## config.mk

```make
export PLATFORM = sky130hd
export DESIGN_NAME = flash_arbiter_flat
export DESIGN_NICKNAME = d
export VERILOG_FILES = /design/src/rtl/flash_arbiter_if.sv /design/src/rtl/flash_arbiter.sv /design/src/flat_wrapper.sv
export SDC_FILE = /design/constraint.sdc
export NUM_CORES = 1
export LEC_CHECK = 0
export CAP_MARGIN = 15
export CORE_MARGIN = 2
export CORE_UTILIZATION = 35
export DETAILED_ROUTE_END_ITERATION = 10
export PLACE_DENSITY = 0.7
export SETUP_SLACK_MARGIN = 0.1
export SYNTH_ARGS = -nofsm -noshare
export SYNTH_HDL_FRONTEND = slang
export SYNTH_SLANG_ARGS = --single-unit
```

## constraint.sdc

```tcl
create_clock -name CLK_50MHZ -period 3.43 [get_ports CLK_50MHZ]
set_input_delay 0.5145 -clock CLK_50MHZ [delete_from_list [all_inputs] [get_ports CLK_50MHZ]]
set_output_delay 0.5145 -clock CLK_50MHZ [all_outputs]
set_load 0.01 [all_outputs]
```

## src/rtl/flash_arbiter_if.sv

```systemverilog
// Bus between the Flash arbiter, its client requesters and the Flash bridge.
// The arbiter takes the slave view; clients plus the bridge take the master view.
interface flash_arbiter_if #(
    parameter int NREQ = 2
) ();

    logic [NREQ-1:0]   req_i;
    logic [NREQ-1:0]   req_rw_i;
    logic [8*NREQ-1:0] req_addr_i;
    logic [8*NREQ-1:0] req_data_i;
    logic [NREQ-1:0]   grant_o;
    logic [NREQ-1:0]   ack_o;
    logic [NREQ-1:0]   err_o;
    logic              busy_o;
    logic [7:0]        fb_addr_o;
    logic [7:0]        fb_data_o;
    logic              fb_rw_o;
    logic              fb_start_o;
    logic              fb_done_i;

    modport slave (
        input  req_i, req_rw_i, req_addr_i, req_data_i, fb_done_i,
        output grant_o, ack_o, err_o, busy_o, fb_addr_o, fb_data_o, fb_rw_o, fb_start_o
    );

    modport master (
        output req_i, req_rw_i, req_addr_i, req_data_i, fb_done_i,
        input  grant_o, ack_o, err_o, busy_o, fb_addr_o, fb_data_o, fb_rw_o, fb_start_o
    );

endinterface

```

## src/rtl/flash_arbiter.sv

```systemverilog
// Round-robin arbiter sharing the single Flash bridge port between NREQ clients.
// The winner's address, data and direction are latched at grant and held for the
// whole access; every access is watched by a saturating timeout counter.
module flash_arbiter #(
    parameter int NREQ    = 2,
    parameter int TIMEOUT = 1023
) (
    input  logic           CLK_50MHZ,
    input  logic           RST,
    flash_arbiter_if.slave bus
);

    localparam int IDXW = (NREQ > 1) ? $clog2(NREQ) : 1;
    localparam int WDW  = $clog2(TIMEOUT) + 1;
    localparam logic [WDW-1:0] WD_LAST = WDW'(TIMEOUT - 1);
    localparam logic [WDW-1:0] WD_MAX  = '1;

    typedef enum logic [1:0] {
        IDLE,
        ISSUE,
        WAIT,
        RELEASE
    } state_t;

    state_t          state_q;
    logic [IDXW-1:0] last_q;
    logic [IDXW-1:0] owner_q;
    logic [WDW-1:0]  watchdog_q;
    logic [NREQ-1:0] grant_q;
    logic [NREQ-1:0] ack_q;
    logic [NREQ-1:0] err_q;
    logic            busy_q;
    logic [7:0]      fbAddr_q;
    logic [7:0]      fbData_q;
    logic            fbRw_q;
    logic            fbStart_q;

    logic            anyReq_d;
    logic [IDXW-1:0] winner_d;
    logic [NREQ-1:0] winnerOneHot_d;
    logic [7:0]      winnerAddr_d;
    logic [7:0]      winnerData_d;
    logic            winnerRw_d;

    // Search requests starting just after the last owner so nobody waits more than one lap.
    always_comb begin : pickWinner
        int              cand;
        logic [IDXW-1:0] candIdx;
        anyReq_d = 1'b0;
        winner_d = '0;
        cand     = 0;
        candIdx  = '0;
        for (int k = 1; k <= NREQ; k++) begin
            cand    = (int'(last_q) + k) % NREQ;
            candIdx = IDXW'(cand);
            if (!anyReq_d && bus.req_i[candIdx]) begin
                anyReq_d = 1'b1;
                winner_d = candIdx;
            end
        end
    end

    // Select the winner's request fields with constant slices.
    always_comb begin
        winnerOneHot_d = '0;
        winnerAddr_d   = 8'h00;
        winnerData_d   = 8'h00;
        winnerRw_d     = 1'b0;
        for (int i = 0; i < NREQ; i++) begin
            if (winner_d == IDXW'(i)) begin
                winnerOneHot_d[i] = anyReq_d;
                winnerAddr_d      = bus.req_addr_i[8*i +: 8];
                winnerData_d      = bus.req_data_i[8*i +: 8];
                winnerRw_d        = bus.req_rw_i[i];
            end
        end
    end

    // Access sequencer: grant, start pulse, wait with watchdog, one-cycle release.
    always_ff @(posedge CLK_50MHZ) begin
        if (RST) begin
            state_q    <= IDLE;
            last_q     <= IDXW'(NREQ - 1);
            owner_q    <= '0;
            watchdog_q <= '0;
            grant_q    <= '0;
            ack_q      <= '0;
            err_q      <= '0;
            busy_q     <= 1'b0;
            fbAddr_q   <= 8'h00;
            fbData_q   <= 8'h00;
            fbRw_q     <= 1'b0;
            fbStart_q  <= 1'b0;
        end else begin
            case (state_q)
                IDLE: begin
                    if (anyReq_d) begin
                        grant_q   <= winnerOneHot_d;
                        owner_q   <= winner_d;
                        fbAddr_q  <= winnerAddr_d;
                        fbData_q  <= winnerData_d;
                        fbRw_q    <= winnerRw_d;
                        fbStart_q <= 1'b1;
                        busy_q    <= 1'b1;
                        state_q   <= ISSUE;
                    end
                end
                ISSUE: begin
                    fbStart_q  <= 1'b0;
                    watchdog_q <= '0;
                    busy_q     <= 1'b1;
                    state_q    <= WAIT;
                end
                WAIT: begin
                    busy_q <= 1'b1;
                    if (bus.fb_done_i) begin
                        ack_q   <= grant_q;
                        state_q <= RELEASE;
                    end else if (watchdog_q == WD_LAST) begin
                        err_q   <= grant_q;
                        state_q <= RELEASE;
                    end else if (watchdog_q != WD_MAX) begin
                        watchdog_q <= watchdog_q + 1'b1;
                    end
                end
                RELEASE: begin
                    grant_q <= '0;
                    ack_q   <= '0;
                    err_q   <= '0;
                    last_q  <= owner_q;
                    busy_q  <= 1'b0;
                    state_q <= IDLE;
                end
                default: begin
                    grant_q   <= '0;
                    ack_q     <= '0;
                    err_q     <= '0;
                    fbStart_q <= 1'b0;
                    busy_q    <= 1'b0;
                    state_q   <= IDLE;
                end
            endcase
        end
    end

    assign bus.grant_o    = grant_q;
    assign bus.ack_o      = ack_q;
    assign bus.err_o      = err_q;
    assign bus.busy_o     = busy_q;
    assign bus.fb_addr_o  = fbAddr_q;
    assign bus.fb_data_o  = fbData_q;
    assign bus.fb_rw_o    = fbRw_q;
    assign bus.fb_start_o = fbStart_q;

endmodule

```

## src/flat_wrapper.sv

```systemverilog
// flat-port wrapper written by rule: the top's interface ports become plain ports
module flash_arbiter_flat 
#(
    parameter int NREQ    = 2,
    parameter int TIMEOUT = 1023
)
  (CLK_50MHZ, RST, bus_req_i, bus_req_rw_i, bus_req_addr_i, bus_req_data_i, bus_fb_done_i, bus_grant_o, bus_ack_o, bus_err_o, bus_busy_o, bus_fb_addr_o, bus_fb_data_o, bus_fb_rw_o, bus_fb_start_o);
  flash_arbiter_if #(.NREQ(NREQ)) bus_i ();
  input  logic CLK_50MHZ;
  input  logic RST;
  input wire logic [$bits(bus_i.req_i)-1:0] bus_req_i;
  input wire logic [$bits(bus_i.req_rw_i)-1:0] bus_req_rw_i;
  input wire logic [$bits(bus_i.req_addr_i)-1:0] bus_req_addr_i;
  input wire logic [$bits(bus_i.req_data_i)-1:0] bus_req_data_i;
  input wire logic [$bits(bus_i.fb_done_i)-1:0] bus_fb_done_i;
  output wire logic [$bits(bus_i.grant_o)-1:0] bus_grant_o;
  output wire logic [$bits(bus_i.ack_o)-1:0] bus_ack_o;
  output wire logic [$bits(bus_i.err_o)-1:0] bus_err_o;
  output wire logic [$bits(bus_i.busy_o)-1:0] bus_busy_o;
  output wire logic [$bits(bus_i.fb_addr_o)-1:0] bus_fb_addr_o;
  output wire logic [$bits(bus_i.fb_data_o)-1:0] bus_fb_data_o;
  output wire logic [$bits(bus_i.fb_rw_o)-1:0] bus_fb_rw_o;
  output wire logic [$bits(bus_i.fb_start_o)-1:0] bus_fb_start_o;
  assign bus_i.req_i = bus_req_i;
  assign bus_i.req_rw_i = bus_req_rw_i;
  assign bus_i.req_addr_i = bus_req_addr_i;
  assign bus_i.req_data_i = bus_req_data_i;
  assign bus_i.fb_done_i = bus_fb_done_i;
  assign bus_grant_o = bus_i.grant_o;
  assign bus_ack_o = bus_i.ack_o;
  assign bus_err_o = bus_i.err_o;
  assign bus_busy_o = bus_i.busy_o;
  assign bus_fb_addr_o = bus_i.fb_addr_o;
  assign bus_fb_data_o = bus_i.fb_data_o;
  assign bus_fb_rw_o = bus_i.fb_rw_o;
  assign bus_fb_start_o = bus_i.fb_start_o;
  flash_arbiter #(.NREQ(NREQ), .TIMEOUT(TIMEOUT)) u_core (.CLK_50MHZ(CLK_50MHZ), .RST(RST), .bus(bus_i));
endmodule
```

Fig. 1: met3 routing
Scale bar: 20 um. Cells faint in the background.
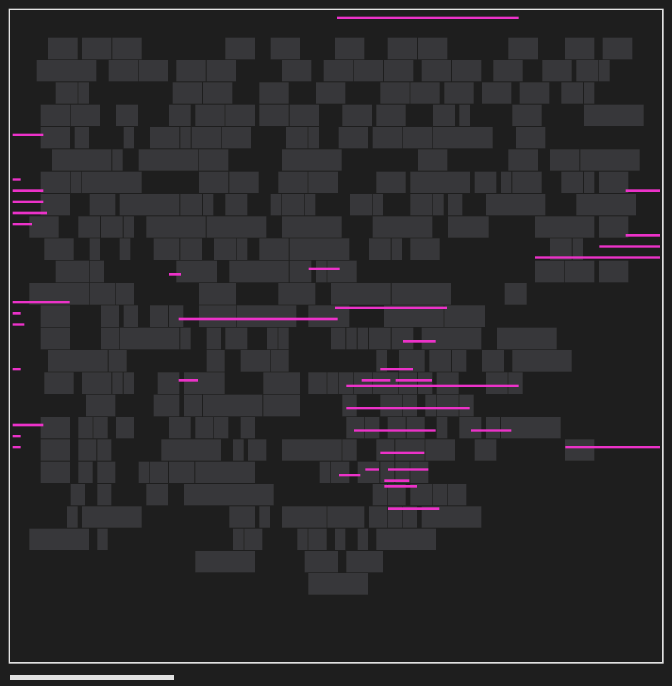
- longest straight run: 21.8 um
- nets with wire on the layer: 33
routed vias: 1872
met3 global-route usage: 3.846%
Detailed Route WL: 4664 um

Fig. 2: routed metal, one color a layer
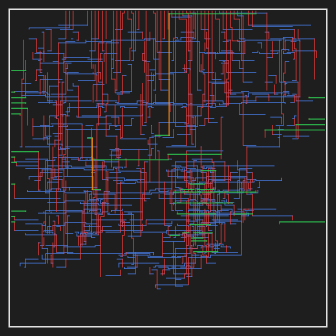
- met2: red (wire length 2350 um)
- met4: orange (wire length 43.5 um)
- met1: blue (wire length 2050 um)
- met3: green (wire length 223 um)

Fig. 3: met2 routing
Cells faint in the background.
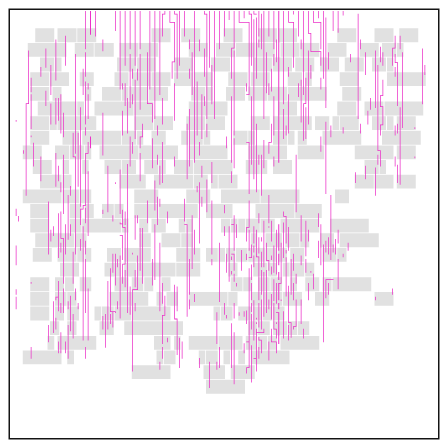
- nets with wire on the layer: 266
- wire length on this layer: 2350 um
- longest straight run: 29.6 um
- share of all routed wire: 50%
- main direction: vertical

==> flow.log <==
[metrics] run summary
[metrics] vias in the first global route: 1729
[metrics] pin count of the biggest net entering global routing: 35
[metrics] tool warnings: 31
[metrics] number of cells on the worst hold path: 1
[metrics] first-pass GRT wire length: 7693 um
[metrics] top cells by area: sky130_fd_sc_hd__dfxtp_1 40%, sky130_fd_sc_hd__mux2i_1 9.0%, sky130_fd_sc_hd__a211oi_1 7.9%
[metrics] number of non-clock inverters in the layout: 7
[metrics] slowest cell delay on critical path: 0.67 ns
[metrics] ys cells: around 230
[metrics] sequential cell fraction of total power: a little under two fifths
[metrics] result of the run: completed
[metrics] Net Switching: approximately 0.56 mW
[metrics] Comb group: 0.672 mW
[metrics] global-route congestion overflow total: 0
[metrics] per-instance average area after synthesis: between 8 and 9 um^2
[metrics] max-slew violation total from the final report: 0
[metrics] Int Power: roughly 1.1 mW
[metrics] nets@finish: about 330
[metrics] clock tree buffer count of the final layout: 5
[metrics] Compound-Gate Fraction of Synth Area: 18.70%
[metrics] Area Overhead vs Synth: 40.21%
[metrics] worst-path maximum fanout: 13
[metrics] met2 track demand over resource in global routing: between 20% and 30%
[metrics] class of the tightest hold or removal check: register to register
[metrics] post-route cell area: roughly 0.0028 mm^2
[metrics] sequential cell area share: around 29%
[metrics] CTS tree: yes
[metrics] Resized Gates After CTS: 0
[metrics] adder-cell share of the synthesized area: ~4.4%
[metrics] clock-pin slew on the worst setup and hold paths: about 0.08 ns
[metrics] Crit. End Element: register
[metrics] TritonRoute pass-1 iters: 6
[metrics] commonest non-fill, non-tap cells in the layout: 63 x sky130_fd_sc_hd__clkdlybuf4s50_1, 40 x sky130_fd_sc_hd__dfxtp_1, 29 x sky130_fd_sc_hd__nor2_1
[metrics] core region area: roughly 0.0055 mm^2
[metrics] area leader, netlist: sky130_fd_sc_hd__dfxtp_1
Fig. 4: track usage over the die
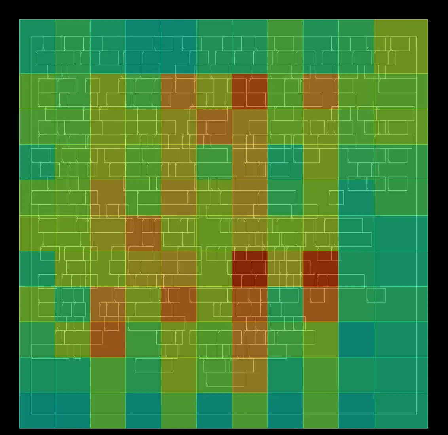
GR met1 Demand/Resource: 19.11%
Most Crowded Layer GR: met2
Routed wire per std cell: 12.96 um

Fig. 5: clock distribution
Scale bar: 20 um.
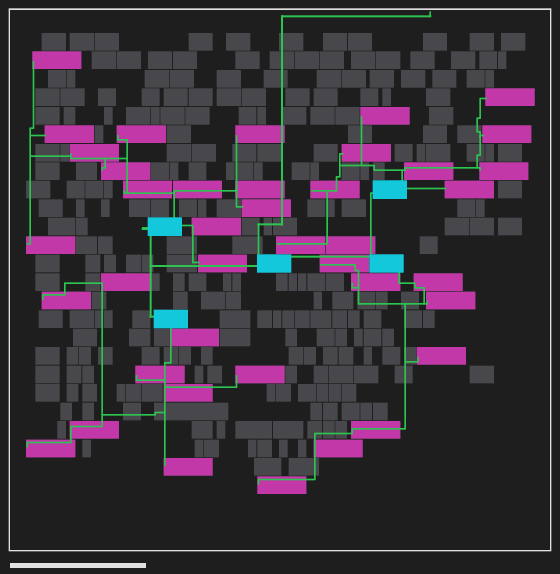
- clock wires: green (length 484 um)
- cells driving clock nets: cyan (count 5)
- flip-flops: magenta (count 40)
- routed clock nets: 6
setup clock skew after layout: 0.006072 ns
Clock Power: 0.380 mW
clock group share of total power: 22.7%
Clk Latency, worst-skew pair: 0.29 ns

-- synthesized netlist by cell type --
| library cell | number |
|---|---|
| sky130_fd_sc_hd__or4_1 | 3 |
| sky130_fd_sc_hd__a31oi_1 | 3 |
| sky130_fd_sc_hd__nand3_1 | 12 |
| sky130_fd_sc_hd__a22oi_1 | 1 |
| sky130_fd_sc_hd__nor3_1 | 3 |
| sky130_fd_sc_hd__a41o_1 | 1 |
| sky130_fd_sc_hd__mux2i_1 | 18 |
| sky130_fd_sc_hd__nor2_1 | 29 |
| sky130_fd_sc_hd__buf_2 | 2 |
| sky130_fd_sc_hd__o31ai_1 | 1 |
| sky130_fd_sc_hd__nand2b_1 | 9 |
| sky130_fd_sc_hd__a21boi_0 | 1 |
| sky130_fd_sc_hd__a21oi_1 | 11 |
| sky130_fd_sc_hd__nand2_1 | 8 |
| sky130_fd_sc_hd__nand3b_1 | 3 |
| sky130_fd_sc_hd__a211o_1 | 1 |
| sky130_fd_sc_hd__mux2_1 | 1 |
| sky130_fd_sc_hd__dfxtp_1 | 40 |
| sky130_fd_sc_hd__buf_1 | 1 |
| sky130_fd_sc_hd__or3b_2 | 2 |
| sky130_fd_sc_hd__o22ai_1 | 1 |
| sky130_fd_sc_hd__and2_1 | 3 |
| sky130_fd_sc_hd__and4_1 | 1 |
| sky130_fd_sc_hd__nor2b_1 | 5 |
| sky130_fd_sc_hd__clkbuf_1 | 12 |
| sky130_fd_sc_hd__inv_1 | 7 |
| sky130_fd_sc_hd__o21ai_0 | 4 |
| sky130_fd_sc_hd__ha_1 | 7 |
| sky130_fd_sc_hd__a311o_1 | 1 |
| sky130_fd_sc_hd__mux2_4 | 1 |
| sky130_fd_sc_hd__or3_1 | 3 |
| sky130_fd_sc_hd__o211ai_1 | 5 |
| sky130_fd_sc_hd__a32oi_1 | 1 |
| sky130_fd_sc_hd__nor4_1 | 1 |
| sky130_fd_sc_hd__a41oi_1 | 2 |
| sky130_fd_sc_hd__a211oi_1 | 21 |
| sky130_fd_sc_hd__nand4_1 | 4 |
-- sequential cells by signal, indices dropped and copies added (netlist names) --
register and flops:
u_core.watchdog_q 11, u_core.bus.fb_addr_o 8, u_core.bus.fb_data_o 8, u_core.bus.ack_o 2, u_core.bus.err_o 2, u_core.bus.grant_o 2
u_core.state_q 2, u_core.bus.busy_o 1, u_core.bus.fb_rw_o 1, u_core.bus.fb_start_o 1, u_core.last_q 1, u_core.owner_q 1
-- how the worst max path moves through the flow --
| stage | cells after the start | startpoint | slack, ns | to |
|---|---|---|---|---|
| 3_3_place_gp | 5 | bus_fb_done_i | 1.17 | u_core.bus.err_o[0] |
| 4_1_cts | 6 | u_core.state_q[0] | 1.22 | u_core.bus.err_o[1] |
| 6_report | 6 | u_core.state_q[0] | 1.25 | u_core.bus.err_o[0] |
| 3_5_place_dp | 5 | bus_fb_done_i | 1.07 | u_core.bus.err_o[1] |
| 2_1_floorplan | 6 | u_core.watchdog_q[0] | 1.53 | u_core.watchdog_q[7] |
| 5_1_grt | 6 | u_core.state_q[0] | 1.0 | u_core.bus.err_o[0] |
Power and IR drop assume default switching activity.
